### src/rtl/fp_pkg.sv
// Shared types and constants for the floating-point add dispatcher.
package fp_pkg;

    typedef enum logic [1:0] {
        StIdle,
        StIssue,
        StWaitDone,
        StDrain
    } disp_state_e;

    localparam logic [31:0] FP_QNAN = 32'h7FC0_0000;

    function automatic logic [31:0] fp_negate(input logic [31:0] x);
        return {~x[31], x[30:0]};
    endfunction

endpackage

### src/rtl/fp_dispatch_fifo.sv
// Request FIFO for the add dispatcher; extra pointer MSB tells full from empty.
module fp_dispatch_fifo #(
    parameter int unsigned DEPTH = 4,
    parameter int unsigned WIDTH = 8
) (
    input  logic             clk,
    input  logic             reset,
    input  logic             push,
    input  logic [WIDTH-1:0] wdata,
    input  logic             pop,
    output logic [WIDTH-1:0] rdata,
    output logic             full,
    output logic             empty
);

    localparam int unsigned AW = $clog2(DEPTH);

    logic [AW:0]      wr_ptr_q, wr_ptr_d;
    logic [AW:0]      rd_ptr_q, rd_ptr_d;
    logic [WIDTH-1:0] mem_q [DEPTH];
    logic             do_push, do_pop;

    assign empty   = (wr_ptr_q == rd_ptr_q);
    assign full    = (wr_ptr_q[AW] != rd_ptr_q[AW]) && (wr_ptr_q[AW-1:0] == rd_ptr_q[AW-1:0]);
    assign do_pop  = pop && !empty;
    // A full FIFO still takes a push when the head leaves in the same cycle.
    assign do_push = push && (!full || do_pop);
    assign rdata   = mem_q[rd_ptr_q[AW-1:0]];

    always_comb begin
        wr_ptr_d = wr_ptr_q;
        rd_ptr_d = rd_ptr_q;
        if (do_push) wr_ptr_d = wr_ptr_q + (AW+1)'(1);
        if (do_pop)  rd_ptr_d = rd_ptr_q + (AW+1)'(1);
    end

    always_ff @(posedge clk or negedge reset) begin
        if (!reset) begin
            wr_ptr_q <= '0;
            rd_ptr_q <= '0;
        end else begin
            wr_ptr_q <= wr_ptr_d;
            rd_ptr_q <= rd_ptr_d;
        end
    end

    always_ff @(posedge clk) begin
        if (do_push) mem_q[wr_ptr_q[AW-1:0]] <= wdata;
    end

endmodule

### src/rtl/fp_add_dispatch.sv
// Queues FP add requests and feeds them one at a time to an external adder.
// Define FP_DISPATCH_SUB_EN to turn sub=1 requests into A + (-B).
module fp_add_dispatch
    import fp_pkg::*;
#(
    parameter int unsigned DEPTH = 4,
    parameter int unsigned TAG_W = 4
) (
    input  logic             clk,
    input  logic             reset,
    input  logic             in_valid,
    output logic             in_ready,
    input  logic [31:0]      in_op1,
    input  logic [31:0]      in_op2,
    input  logic             in_sub,
    input  logic [TAG_W-1:0] in_tag,
    output logic [31:0]      add_op1,
    output logic [31:0]      add_op2,
    output logic             add_valid,
    input  logic [31:0]      add_result,
    input  logic             add_done,
    output logic             out_valid,
    input  logic             out_ready,
    output logic [31:0]      out_result,
    output logic [TAG_W-1:0] out_tag
);

`ifdef FP_DISPATCH_SUB_EN
    localparam int unsigned FW = 65 + TAG_W;
`else
    localparam int unsigned FW = 64 + TAG_W;
`endif

    logic [FW-1:0]    fifo_wdata, fifo_rdata;
    logic             fifo_full, fifo_empty, fifo_push, fifo_pop;
    logic [31:0]      head_op1, head_op2, head_op2_eff;
    logic [TAG_W-1:0] head_tag;

`ifdef FP_DISPATCH_SUB_EN
    logic head_sub;
    assign fifo_wdata   = {in_op1, in_op2, in_sub, in_tag};
    assign {head_op1, head_op2, head_sub, head_tag} = fifo_rdata;
    assign head_op2_eff = head_sub ? fp_negate(head_op2) : head_op2;
`else
    logic unused_sub;
    assign unused_sub   = in_sub;
    assign fifo_wdata   = {in_op1, in_op2, in_tag};
    assign {head_op1, head_op2, head_tag} = fifo_rdata;
    assign head_op2_eff = head_op2;
`endif

    assign in_ready  = !fifo_full;
    assign fifo_push = in_valid && in_ready;

    fp_dispatch_fifo #(
        .DEPTH (DEPTH),
        .WIDTH (FW)
    ) u_fifo (
        .clk   (clk),
        .reset (reset),
        .push  (fifo_push),
        .wdata (fifo_wdata),
        .pop   (fifo_pop),
        .rdata (fifo_rdata),
        .full  (fifo_full),
        .empty (fifo_empty)
    );

    disp_state_e      state_q, state_d;
    logic [31:0]      op1_q, op1_d, op2_q, op2_d;
    logic [TAG_W-1:0] tag_q, tag_d;
    logic [31:0]      res_q, res_d;
    logic [TAG_W-1:0] res_tag_q, res_tag_d;
    logic             out_valid_q, out_valid_d;
    logic             out_pop, can_capture, capture;

    assign add_valid  = (state_q == StIssue) || (state_q == StWaitDone);
    assign add_op1    = add_valid ? op1_q : '0;
    assign add_op2    = add_valid ? op2_q : '0;
    assign out_valid  = out_valid_q;
    assign out_result = res_q;
    assign out_tag    = res_tag_q;

    assign out_pop     = out_valid_q && out_ready;
    assign can_capture = !out_valid_q || out_pop;

    always_comb begin
        state_d     = state_q;
        op1_d       = op1_q;
        op2_d       = op2_q;
        tag_d       = tag_q;
        res_d       = res_q;
        res_tag_d   = res_tag_q;
        out_valid_d = out_valid_q;
        fifo_pop    = 1'b0;
        capture     = 1'b0;

        if (out_pop) out_valid_d = 1'b0;

        unique case (state_q)
            StIdle: begin
                if (!fifo_empty) begin
                    fifo_pop = 1'b1;
                    op1_d    = head_op1;
                    op2_d    = head_op2_eff;
                    tag_d    = head_tag;
                    state_d  = StIssue;
                end
            end
            StIssue, StWaitDone: begin
                if (add_done && can_capture) begin
                    capture = 1'b1;
                    state_d = StDrain;
                end else begin
                    state_d = StWaitDone;
                end
            end
            // A lingering add_done from the last op must not complete the next one.
            StDrain: begin
                if (!add_done) state_d = StIdle;
            end
            default: state_d = StIdle;
        endcase

        if (capture) begin
            res_d       = add_result;
            res_tag_d   = tag_q;
            out_valid_d = 1'b1;
        end
    end

    always_ff @(posedge clk or negedge reset) begin
        if (!reset) begin
            state_q     <= StIdle;
            op1_q       <= '0;
            op2_q       <= '0;
            tag_q       <= '0;
            res_q       <= '0;
            res_tag_q   <= '0;
            out_valid_q <= 1'b0;
        end else begin
            state_q     <= state_d;
            op1_q       <= op1_d;
            op2_q       <= op2_d;
            tag_q       <= tag_d;
            res_q       <= res_d;
            res_tag_q   <= res_tag_d;
            out_valid_q <= out_valid_d;
        end
    end

endmodule
### config.mk
export PLATFORM = sky130hd
export DESIGN_NAME = fp_add_dispatch
export DESIGN_NICKNAME = d
export VERILOG_FILES = /design/src/rtl/fp_pkg.sv /design/src/rtl/fp_dispatch_fifo.sv /design/src/rtl/fp_add_dispatch.sv
export SDC_FILE = /design/constraint.sdc
export NUM_CORES = 1
export LEC_CHECK = 0
export CORE_ASPECT_RATIO = 1.75
export CORE_MARGIN = 1
export CORE_UTILIZATION = 42
export DETAILED_ROUTE_END_ITERATION = 10
export MAX_ROUTING_LAYER = met4
export PLACE_DENSITY = 0.75
export SETUP_SLACK_MARGIN = 0.1
export SLEW_MARGIN = 5
export SYNTH_ARGS = -nofsm -noshare
export SYNTH_HDL_FRONTEND = slang
export SYNTH_SLANG_ARGS = --single-unit
### constraint.sdc
create_clock -name clk -period 4.57 [get_ports clk]
set_input_delay 0.914 -clock clk [delete_from_list [all_inputs] [get_ports clk]]
set_output_delay 0.914 -clock clk [all_outputs]
set_load 0.02 [all_outputs]
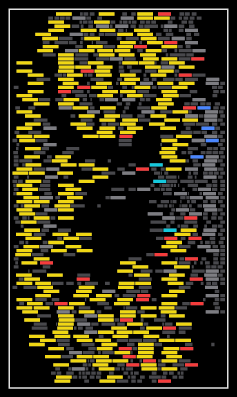
*Register map, names as in the netlist*
Drawn at 1.5 px/um. Other sequential cells in the stronger gray, the rest of the logic in the fainter gray.
| signal | color | flops |
|---|---|---|
| `out_tag` | blue | 4 |
| `u_fifo.wr_ptr_q` | cyan | 3 |
| `u_fifo.mem_q` | yellow | 272 |
| `op1_q` | red | 32 |
not colored: 74

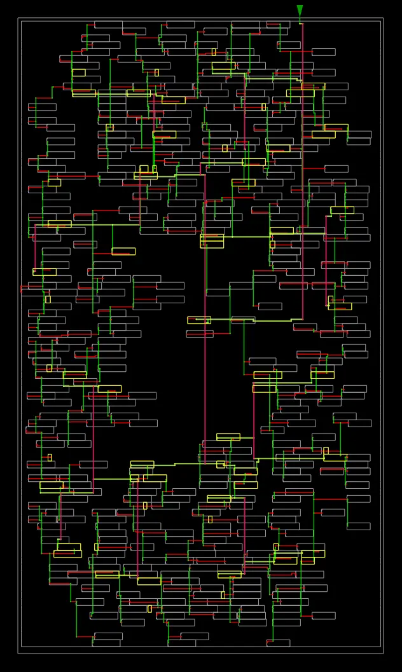
*Clock wiring as the flow saved it*
total clock network power: 3.04 mW
Final Skew: 0.01464 ns
clock buffers: 52
Insertion Delay late pin: 0.52 ns

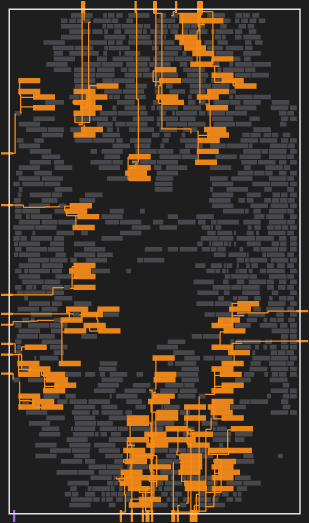
*Port wiring*
Drawn at 2 px/um.
| port | color | bits | direction | end cells | buffers |
|---|---|---|---|---|---|
| `in_op1` | orange | 32 | input | 128 | 32 |
| `in_sub` | purple | 1 | input | 0 | 0 |
I/O pin count: 209
number of buffer cells added on primary ports: 207

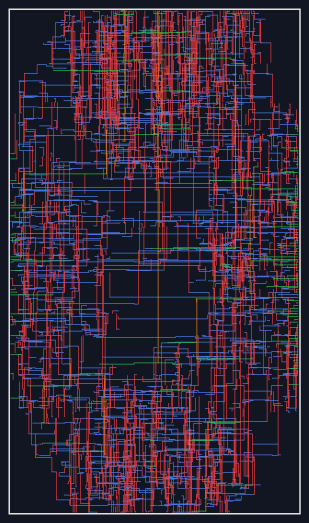
*Signal wires by layer*
Drawn at 2 px/um.
| layer | color | wire length |
|---|---|---|
| met1 | blue | 11200 um |
| met4 | orange | 770 um |
| met2 | red | 15900 um |
| met3 | green | 1390 um |

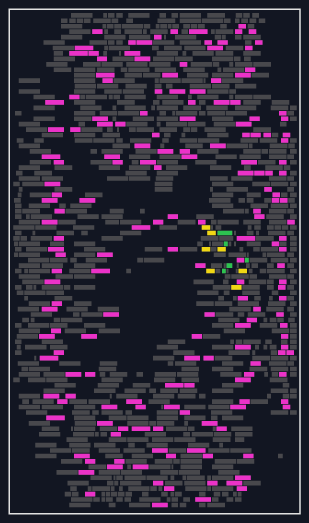
*Selected gate families*
Drawn at 2 px/um.
| family | color | cells | most used |
|---|---|---|---|
| inverting AOI/OAI gates | green | 5 | a31oi_1 |
| adder and majority cells | yellow | 7 | ha_1 |
| multiplexers | magenta | 176 | mux2_4 |
most common cell after layout, fill and taps aside: edfxtp_1
Layout Cells excl Fill: 1413

## power by group through the flow
stage	Sequential, mW	Combinational [mW]	Clock, mW
finish	5.38	5.92	3.04
global route	5.49	6.33	3.25
CTS	5.40	6.05	3.13
detailed placement	5.46	6.04	0
global placement	5.40	5.93	0
floorplan	5.49	3.75	0
## logic make-up (layout without fill, tap and decap cells)
kind of cell | after synthesis | in the layout
AOI/OAI and AO/OA | 6 | 6
xor gates and xnor gates | 8 | 8
adders and majority gates | 7 | 7
buffers and inverters | 40 | 289
DFF | 385 | 385
muxes | 176 | 176
other | 0 | 2
and+or+nand+nor | 75 | 75
==> results.txt <==
Notes on the physical implementation.

- Per the OpenROAD floorplan log, the width of the die is 144.6 um.
- In the synthesis report, Yosys lists the chip area as 0.01495 mm^2.
- The period utilization is 79.89%, for reference.
- The maximum level of the CTS H-tree is 2, for reference.
- The routed design shows a via density per instance of 5.050.
- After layout the clock buffers and inverters come to 6.463% of cell area.
- The achievable frequency is 0.2739 GHz, for reference.
- The post-synthesis instance total is 697, for reference.
- The final hold violation count is 0, for reference.
- Multi-input gates account for 19.88% of the area.
- There are 385 flip-flops and latches.
- In the global route stage, overall resource usage came out at 17.15%.
- For reference, the top cells by count after synthesis are 272 x edfxtp_1, 113 x dfrtp_1, 68 x and2_1, 58 x mux2_4, 54 x mux4_2.
- Warnings raised by the tools during the run amount to 31.
- The share of the synthesized area in the top cell type is 54.65%, for reference.
- The headroom to the max-slew limit is 28.54%, for reference.
- Per the post-run analysis, buffers plus inverters along the critical path come to 3.
- The cell type group with the largest total delay on the critical path is buffers and inverters, for reference.
- The number of buffers added for setup after CTS is 0, for reference.
- The worst path meets setup with 0.9192 ns of slack.
- The critical register-to-register path startpoint is u_fifo.rd_ptr_q[0]$_DFFE_PN0P_, for reference.
- The number of nets at floorplan is 810, for reference.
- The vertical die size is 251.6 um, for reference.
- Yosys attributes the largest share of cell area to edfxtp_1 55%, dfrtp_1 19%, mux4_2 8.1%.
- The unique cell type count in the Yosys netlist is 27, for reference.
- The starting density of the core is 42.48%, for reference.
- Non-clock inverters in the final layout number 6.
- The post-layout net count is 1031, for reference.
- The sum of negative setup slack is 0 ns, for reference.
- The met3 global-route usage is 2.904%, for reference.
- The total half-perimeter wirelength after legalization and detailed placement is 17020 um, for reference.
- In this run, synthesis inferred 272 flip-flops with an integrated enable.
- The synthesized design contains 385 register bits.
- The setup path with the least slack is of type reg2out.
- The master cell of the clock root buffer is clkbuf_16, for reference.
- TritonCTS built the clock tree.
- Per the GRT log, the top usage layer is met2.
- Setup repair after global routing left no endpoint under its margin.
- The global-route met2 utilization is 30.27%, for reference.
- The flow ran to the end, and the final reports show no timing, DRC or antenna violations.
- The clock transition at the registers of the reported paths is 0.06 ns, for reference.
- The analysis attributes to net switching a power of 4.523 mW.
- Counting the fill cells in the layout gives 2717.
- The pin count of the biggest net entering global routing is 71, for reference.
- Multi-input combinational cells in the finished layout were counted as 272.
- The launch point of the critical path was reported as state_q[1]$_DFFE_PN0P_.
- Per the post-place timing report, worst setup slack is 1.359 ns.
- Combinational logic burns 41.3% of the power.
- Non-clock buffers make up 11.82% of the layout cell area.
- For this run, the register share of the synthesized area comes to 73.56%.
- The area of the die is 0.03638 mm^2, for reference.
- The type of element launching the critical path is a flop, for reference.
- The topmost layer with routed signal wires is met4, for reference.
- The portion of netlist area occupied by mux cells is 20.19%, for reference.
- After clock tree synthesis, the flow added hold-fix buffers numbering 0.
- The post-route antenna net violation count is 0, for reference.
- The routed design uses 1385 um of met3 wire.
- The warning tally printed by Yosys for this design is 0.
- The area growth from synthesis to layout is 25.63%.
- The number of DRC markers after the initial detailed-route iteration is 289, for reference.
- The mean cell area of the mapped netlist is 21.44 um^2, for reference.
- Per the run summary, max-cap violations total 0.
- Before any placement, the netlist area is recorded as 0.01495 mm^2.
- STA classifies the critical path endpoint as a primary output.
- After global routing the overflow that remains totals 0.
- The switching part of the total is 31.56%, for reference.
- The reg-to-reg setup timing slack is 1.79 ns, for reference.
- The total clock sinks is 385, for reference.
No activity file was given, so power comes from the tool's default toggle rates.
